`config.mk`:
```
export PLATFORM = sky130hd
export DESIGN_NAME = bf_prog_loader
export DESIGN_NICKNAME = d
export VERILOG_FILES = /design/src/rtl/bf_prog_loader.sv
export SDC_FILE = /design/constraint.sdc
export NUM_CORES = 1
export LEC_CHECK = 0
export CAP_MARGIN = 25
export CORE_MARGIN = 8
export CORE_UTILIZATION = 35
export DETAILED_ROUTE_END_ITERATION = 16
export MAX_ROUTING_LAYER = met4
export REMOVE_ABC_BUFFERS = 1
export SLEW_MARGIN = 20
export SYNTH_ARGS = -nofsm -noshare
export SYNTH_HDL_FRONTEND = slang
export SYNTH_SLANG_ARGS = --single-unit
```
`constraint.sdc`:
```
create_clock -name clk -period 2.7 [get_ports clk]
set_input_delay 0.27 -clock clk [delete_from_list [all_inputs] [get_ports clk]]
set_output_delay 0.27 -clock clk [all_outputs]
set_load 0.02 [all_outputs]
```
`src/rtl/bf_prog_loader.sv`:
```
// Streams raw bytes into BF program memory, keeping only the eight opcodes,
// padding the tail with 0x00 through PROG_LEN and checking bracket balance.
module bf_prog_loader #(
    parameter int unsigned PROG_ADDR_WIDTH = 14,
    parameter int unsigned PROG_LEN        = 16383
) (
    input  logic                       clk,
    input  logic                       resetn,
    input  logic                       start,
    input  logic [7:0]                 in_data,
    input  logic                       in_valid,
    output logic                       in_ready,
    output logic [PROG_ADDR_WIDTH-1:0] mem_addr,
    output logic [7:0]                 mem_wdata,
    output logic                       mem_we,
    output logic                       busy,
    output logic                       done,
    output logic                       prog_valid,
    output logic                       err_unbalanced,
    output logic                       err_overflow,
    output logic [PROG_ADDR_WIDTH-1:0] prog_count
);

    typedef enum logic [1:0] {StIdle, StRecv, StPad} state_e;

    localparam logic [PROG_ADDR_WIDTH-1:0] LastAddr = PROG_ADDR_WIDTH'(PROG_LEN);
    localparam logic [PROG_ADDR_WIDTH-1:0] AddrOne  = 1;
    localparam logic [PROG_ADDR_WIDTH:0]   DepthOne = 1;

    localparam logic [7:0] ChEot   = 8'h04;
    localparam logic [7:0] ChOpen  = 8'h5B;
    localparam logic [7:0] ChClose = 8'h5D;

    state_e                     state;
    logic [PROG_ADDR_WIDTH-1:0] wr_ptr;
    logic [PROG_ADDR_WIDTH:0]   depth;
    logic                       accept;
    logic                       is_op;

    assign accept = in_valid && in_ready;

    always_comb begin
        is_op = 1'b0;
        case (in_data)
            8'h2B, 8'h2D, 8'h3C, 8'h3E, 8'h2E, 8'h2C, 8'h5B, 8'h5D: is_op = 1'b1;
            default: is_op = 1'b0;
        endcase
    end

    always_ff @(posedge clk or negedge resetn) begin
        if (!resetn) begin
            state          <= StIdle;
            wr_ptr         <= '0;
            depth          <= '0;
            in_ready       <= 1'b0;
            mem_addr       <= '0;
            mem_wdata      <= '0;
            mem_we         <= 1'b0;
            busy           <= 1'b0;
            done           <= 1'b0;
            prog_valid     <= 1'b0;
            err_unbalanced <= 1'b0;
            err_overflow   <= 1'b0;
            prog_count     <= '0;
        end else begin
            mem_we <= 1'b0;
            done   <= 1'b0;
            case (state)
                StIdle: begin
                    if (start) begin
                        state          <= StRecv;
                        in_ready       <= 1'b1;
                        busy           <= 1'b1;
                        prog_valid     <= 1'b0;
                        err_unbalanced <= 1'b0;
                        err_overflow   <= 1'b0;
                        prog_count     <= '0;
                        wr_ptr         <= '0;
                        depth          <= '0;
                    end
                end
                StRecv: begin
                    if (accept) begin
                        if (in_data == ChEot) begin
                            // First pad write is issued on the terminator edge itself
                            if (depth != '0) err_unbalanced <= 1'b1;
                            in_ready  <= 1'b0;
                            state     <= StPad;
                            mem_we    <= 1'b1;
                            mem_addr  <= wr_ptr;
                            mem_wdata <= 8'h00;
                            if (wr_ptr != LastAddr) wr_ptr <= wr_ptr + AddrOne;
                        end else if (is_op) begin
                            if (wr_ptr == LastAddr) begin
                                err_overflow <= 1'b1;
                            end else begin
                                mem_we     <= 1'b1;
                                mem_addr   <= wr_ptr;
                                mem_wdata  <= in_data;
                                wr_ptr     <= wr_ptr + AddrOne;
                                prog_count <= prog_count + AddrOne;
                                if (in_data == ChOpen) begin
                                    depth <= depth + DepthOne;
                                end else if (in_data == ChClose) begin
                                    if (depth == '0) err_unbalanced <= 1'b1;
                                    else depth <= depth - DepthOne;
                                end
                            end
                        end
                    end
                end
                StPad: begin
                    // mem_we is high throughout PAD, so mem_addr is the last slot written
                    if (mem_addr == LastAddr) begin
                        state      <= StIdle;
                        busy       <= 1'b0;
                        done       <= 1'b1;
                        prog_valid <= !err_unbalanced && !err_overflow;
                    end else begin
                        mem_we    <= 1'b1;
                        mem_addr  <= wr_ptr;
                        mem_wdata <= 8'h00;
                        if (wr_ptr != LastAddr) wr_ptr <= wr_ptr + AddrOne;
                    end
                end
                default: state <= StIdle;
            endcase
        end
    end

endmodule

```
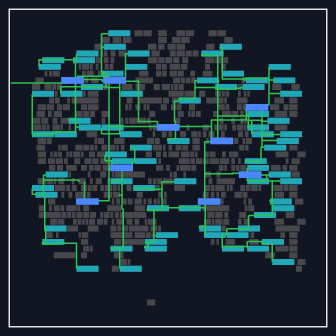
(clock network drawn from the DEF)
Key: cyan = flip-flops [count 74]; green = clock wires [length 1,060 µm]; blue = cells driving clock nets [count 9]
There are 10 routed clock nets.

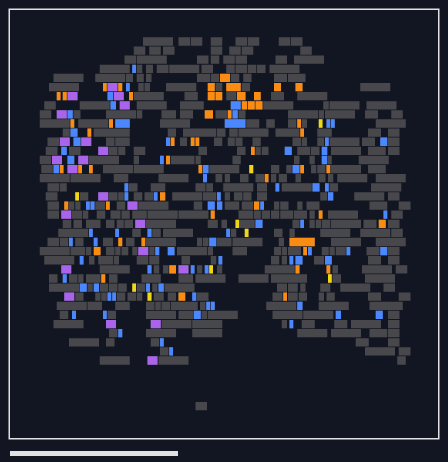
(selected gate families)
Bar = 50 µm.
Key: purple = XOR/XNOR gates [cells 22]; yellow = inverters [cells 9]; blue = NAND gates [cells 82]; orange = NOR gates [cells 54]

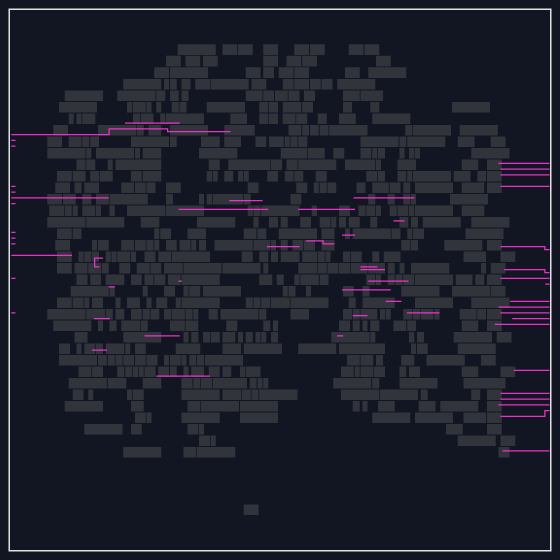
(M3 wires)
The wires run mostly horizontal. The layer carries 463 µm of wire.

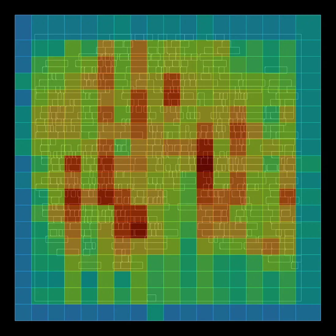
(routing congestion map)
final core utilization: 47.8%
met3 usage: 3.87%
met1 GRT Util: 17.0%
total track usage: 14.3%

==> flow_metrics.py <==
# Metrics from the implementation run
metrics = {
    "layout": {
        "n_antenna_cell": 0,
        "mostFrequentLayoutCells": "dfrtp_1 (74), clkdlybuf4s50_1 (53), buf_4 (48), nand2_1 (47), o21ai_0 (36)",
        "finalInstanceArea_um2": 5930,
        "final-clk-cell-share_pct": 5.38,
        "ff_count": 74,
        "buf_share_pct": 17.1,
        "mostFrequentLayoutCell": "dfrtp_1",
        "logic_gates": 350,
        "comb_area_um2": 2500,
        "biggestCellCategory": "multi-input combinational cells",
        "fin_cells": 728,
    },
    "cts": {
        "postCtsResizedCells": 0,
        "cts_tree": "done",
        "postCtsHoldBufs": 0,
        "clk_pin_slew_ns": 0.06,
        "clock-sinks": 74,
        "clock_path_buffers": 2,
        "cts-root-buf": "clkbuf_16",
    },
    "synth": {
        "edf_count": 0,
        "synthTopCellsByCount": "dfrtp_1 (74), nand2_1 (47), o21ai_0 (38), nor2_1 (34), a21oi_1 (26)",
        "yosys.area.top_type_share_pct": 42.4,
        "ys_types": 58,
        "mux_area_share_pct": 6.56,
        "synth_compound_gate_area_share_pct": 18.6,
        "synth_area_per_cell_um2": 9.66,
        "synthCells": 452,
        "yosys_cells": 452,
        "netlist.top_cell.by_area": "dfrtp_1",
        "yosys_warnings": 0,
        "synthArstFlopShare_pct": 100,
        "top_logic_kind": "AND-OR/OR-AND gates",
    },
    "placed_design": {
        "place_congestion": 0.863,
        "hpwl_um": 7970,
        "dp.cells": 709,
        "dpl_cell_area_um2": 5440,
        "place_ws_ns": -0.281,
    },
    "grt": {
        "antenna_found_initial": 0,
        "grt_max_degree": 75,
        "grt.overflow.total": 0,
        "grt_pass1_vias": 3824,
        "grt_pass1_wl_um": 18400,
    },
    "power_and_ir_drop": {
        "power_mw": 2.51,
        "pg_comb_uw": 102,
        "p_leak_nw": 2.62,
        "p_clk_mw": 1.29,
        "top_power_group": "the clock network",
    },
    "run": {
        "warning_count": 30,
        "cap_violations": 0,
    },
    "timing": {
        "max_freq_mhz": 399,
        "finalHoldViolCount": 0,
        "min_period_ns": 2.50,
        "finalMaxSlewViolations": 0,
        "fin_skew_ns": 0.00653,
    },
    "die": {
        "dieArea_um2": 16300,
        "die_y_um": 128,
        "io_pins": 55,
        "coreArea_um2": 12400,
        "num_rows": 41,
        "fp_util_pct": 35.2,
    },
    "critical_path": {
        "crit_buf_inv": 2,
        "r2r_slack_ns": 0.26,
        "cp.arrival_ns": 2.74,
        "reg2reg_depth": 8,
        "critPathTopFamily": "AND-OR/OR-AND gates",
        "crit_fanout": 8,
        "cp_cell_sequence": "clkdlybuf4s50_1, and3b_2, nand3_4, clkbuf_16, ha_1, a21o_1, a41oi_2, o31ai_2, o221ai_1, xor2_1, o31ai_1",
    },
    "detailed_routing": {
        "drtPass1Iterations": 4,
        "via_per_inst": 5.17,
        "dr_total_vias": 3764,
        "routedWlPerCell_um": 15.4,
        "top_layer": "met4",
        "drt-met1-wl_um": 5100,
    },
    "status": {
        "status": "complete, no violations",
    },
    "hold_path": {
        "min_path_type": "in2async",
    },
}
